==> config.mk <==
export PLATFORM = sky130hd
export DESIGN_NAME = bin_to_ascii_tx
export DESIGN_NICKNAME = d
export VERILOG_FILES = /design/src/rtl/bin_to_ascii_tx.sv
export SDC_FILE = /design/constraint.sdc
export NUM_CORES = 1
export LEC_CHECK = 0
export CELL_PAD_IN_SITES_DETAIL_PLACEMENT = 2
export CELL_PAD_IN_SITES_GLOBAL_PLACEMENT = 2
export CORE_MARGIN = 3
export CORE_UTILIZATION = 35
export CTS_CLUSTER_DIAMETER = 30
export DETAILED_ROUTE_END_ITERATION = 10
export DONT_BUFFER_PORTS = 1
export PLACE_DENSITY_LB_ADDON = 0.1
export SYNTH_ARGS = -nofsm -noshare
export SYNTH_HDL_FRONTEND = slang
export SYNTH_SLANG_ARGS = --single-unit
==> constraint.sdc <==
create_clock -name clk -period 2.1 [get_ports clk]
set_clock_uncertainty 0.1 [all_clocks]
set_input_delay 0.42 -clock clk [delete_from_list [all_inputs] [get_ports clk]]
set_output_delay 0.42 -clock clk [all_outputs]
set_load 0.01 [all_outputs]
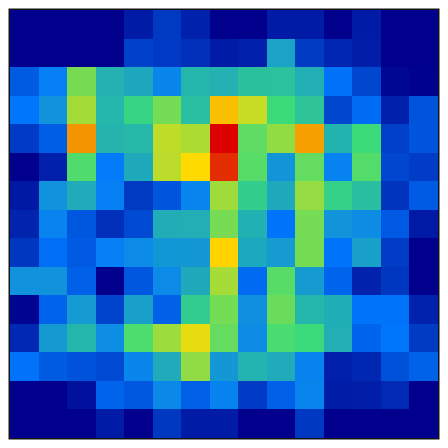
*Wiring heat map, run 1*
The die is cut into 15 by 15 equal tiles; dark blue is low, red is high, scaled to the fullest tile. Values are wire area over tile area, all layers added.
mean over tiles: 0.12
densest ninth of the die: middle
fullest tile: 0.45
nearly empty tiles: 16%
tiles over half the peak: 16%
wirelength, routed: 4590 um
Total GRT Usage: 16.8%
DR vias: 1,281

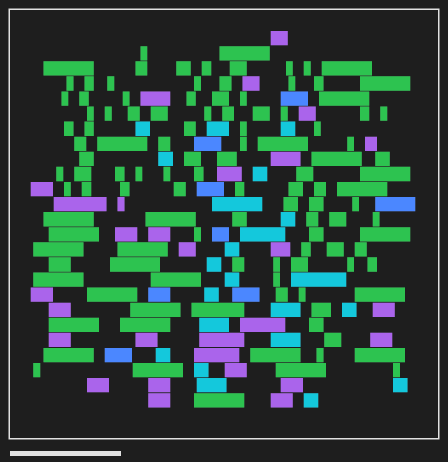
*Drive-strength map, run 1*
Scale bar: 20 um.
| color | size | cells |
|---|---|---|
| green | _0 and _1 cells | 115 |
| purple | _2 cells | 29 |
| cyan | _3 and _4 cells | 22 |
| blue | _6 and larger | 8 |
Final Cell Area: 2060 um^2
final worst slack: -0.118 ns
Repair and plain buffers: 14

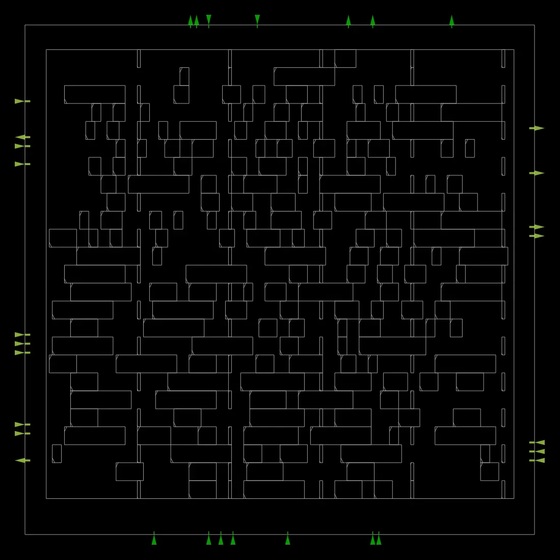
*Cell outlines without signal wires, run 1*
Flops: 31
Seq area share: 37.8%
CORE AREA: 4820 um^2

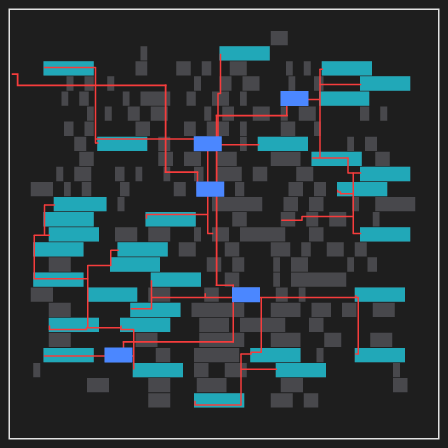
*Clock network drawn from the DEF, run 1*
[blue] clock drivers | count: 5
[cyan] flip-flops | count: 31
[red] clock wires | length: 494 um
routed clock nets: 6
clock share of power: 11.6%
Clock group: 501 uW

==> results_dict.tcl <==
# place-and-route summary
set metrics [dict create \
    p_per_area_nw_per_um2 2110 \
    via_per_inst 5.32 \
    hpwl_um 3410 \
    dieArea_um2 5960 \
    lay_top_count "dfrtp_1" \
    r2r_slack_ns -0.12 \
    whs_ns -0.0105 \
    drtIter0Drc 37 \
    edf_count 0 \
    placedCellCount 232 \
    fin_ws_ns -0.118 \
    postCtsHoldBufs 0 \
    cp-start-kind "flip-flop" \
    combGateArea_um2 960 \
    async_flop_share_pct 100 \
    cts_max_level 2 \
    fin_crit_sh_pct 106 \
    max_cap_viol_count 0 \
    clkLatencyLatePin_ns 0.29 \
    worstSetupEndpointType "flip-flop" \
    cts_root_buffer "clkbuf_8" \
    period_minus_slack_ns 2.22 \
    synth.avg_cell_area_um2 10.9 \
    final_cells 241 \
    grt_pass1_wl_um 7800 \
    rr_worst_depth 6 \
    port_buffers 0 \
    synthCells 162 \
    clock_path_buffers 2 \
    fp.dieH_um 77.2 \
    tool_warnings 29 \
    cp_slowest_cell "mux4_2" \
    ant_nets 0 \
    critPathKind "reg2reg" \
    max_stage_delay_ns 0.49 \
    crit_required_ns 2.18 \
    antenna_found_initial 0 \
    clk_pin_slew_worst_paths_ns 0.08 \
    final-seq-area_um2 777 \
    fp_nets 183 \
    leakage_uw 0.000873 \
    drc 0 \
    final_cell_mix "dfrtp_1, nor2_1, mux2_2" \
    ioPinCount 31 \
    ys.flops 31 \
    cp_num_cells 6 \
    synth_area_um2 1770 \
    drtPass1Iterations 4 \
    rsz0062_at_grt "true" \
    vdd_ir_drop_max_uv 726 \
    globalplace.congestion 0.793 \
    hold_viol 17 \
    violations "hold timing, setup timing" \
    synthToLayoutAreaGrowth_pct 16.0 \
    grt_start_max_net_pins 32 \
    tritoncts "yes" \
    min_path_type "in2async" \
    final_net_count 194 \
    path_buffers 0 \
    die_x_um 77.2 \
    routedWlPerCell_um 19.0 \
    path_cells "ha_4 -> mux2_4 -> mux4_2 -> o2bb2ai_4 -> or3b_1 -> a21oi_2" \
    largest_reg_flops 16 \
    ys_seq_share_pct 43.8 \
    cts.sinks 31 \
    initial_core_util_pct 36.8 \
    yosysCellCount 162 \
    final_layout_size_suffix_gt1_share_pct 33.9 \
    finalSetupViolations 6 \
    finalMaxSlewViolations 0 \
    fillerInstances 518 \
    placementRows 25 \
    num_antenna_cells 0 \
    status "complete, but fails checks" \
    path_delay_family "multiplexers" \
    yosys_area_um2 1770 \
]
## run 1: cells by family (layout without fill, tap and decap cells)
logic type	after synthesis	in the layout	synth area share, %
and+or+nand+nor	50	50	14.6
AOI/OAI and AO/OA	33	33	13.6
DFF	31	31	43.8
muxes	27	27	19.9
buffers and inverters	16	28	5.72
xor gates and xnor gates	3	3	1.48
adders and majority gates	1	1	0.706
other	1	1	0.212
## run 1: per-layer routing
metal	part of all wire, %	GRT usage (%)	vias to the layer above	routed length [um]
met5	0	0	-	0
met4	1.0	4.80	0	46
met3	4.0	4.46	6	182
met2	49	27.7	23	2240
met1	46	21.7	648	2120
li1	-	-	604	-
## run 1: synth_stat cells (all sizes together) (2+ instances only)
master,instances,area (um^2)
buf,8,61.3
nand2b,2,12.5
mux2,20,225
nand3,3,15.0
a31oi,4,25.0
mux4,4,93.8
mux2i,3,33.8
o21ai,6,30.0
o221ai,2,17.5
a21oi,7,42.5
dfrtp,31,776
a2bb2oi,2,23.8
inv,6,22.5
xnor2,2,17.5
o2bb2ai,3,32.5
o22a,3,26.3
nor3,3,15.0
nor2b,3,18.8
o22ai,2,12.5
clkbuf,2,17.5
nor2,17,73.8
and2b,2,15.0
nand2,12,45.0
## run 1: final cells by class
cell class | instances | share of cell area, %
tap | 67 | 4.08
clock buffer | 5 | 3.35
clock inverter | 3 | 1.16
timing repair buffer | 14 | 5.90
inverter | 6 | 1.09
multi-input combinational | 115 | 46.7
sequential | 31 | 37.8
## run 1: power by group
part           internal (uW)  leakage (uW)  total, uW  switching [uW]
logic                   1370      0.000461       2620            1250
registers                900      0.000371       1210             313
clock network            237     0.0000408        501             264
total                   2510      0.000873       4340            1830
## run 1: worst reg2reg max path, cell delays in order, from the launching register on
cell,delay (ns)
dfrtp_1,0.42
ha_4,0.35
mux2_4,0.32
mux4_2,0.49
o2bb2ai_4,0.17
or3b_1,0.20
a21oi_2,0.05
## run 1: metrics by stage
stage	instance area (um^2)	TNS [ns]	power (uW)	util (%)
after detailed placement	1920	-1.32	3660	39.8
after global placement	1920	-0.946	3530	39.8
after floorplan	1800	-0.325	3010	-
after global routing	2060	-1.12	4710	42.7
after CTS	2040	-0.529	4310	42.3
final	2060	-0.589	4340	42.7
## run 1: timing repair
item / CTS / global route
pin swaps: 1 / 3
cloned: 0 / 0
gates resized: 5 / 3
setup endpoints to repair: 6 / 23
hold endpoints to repair: 0 / 0
buffers inserted: 0 / 1
Power is estimated from default activity; no workload was simulated.
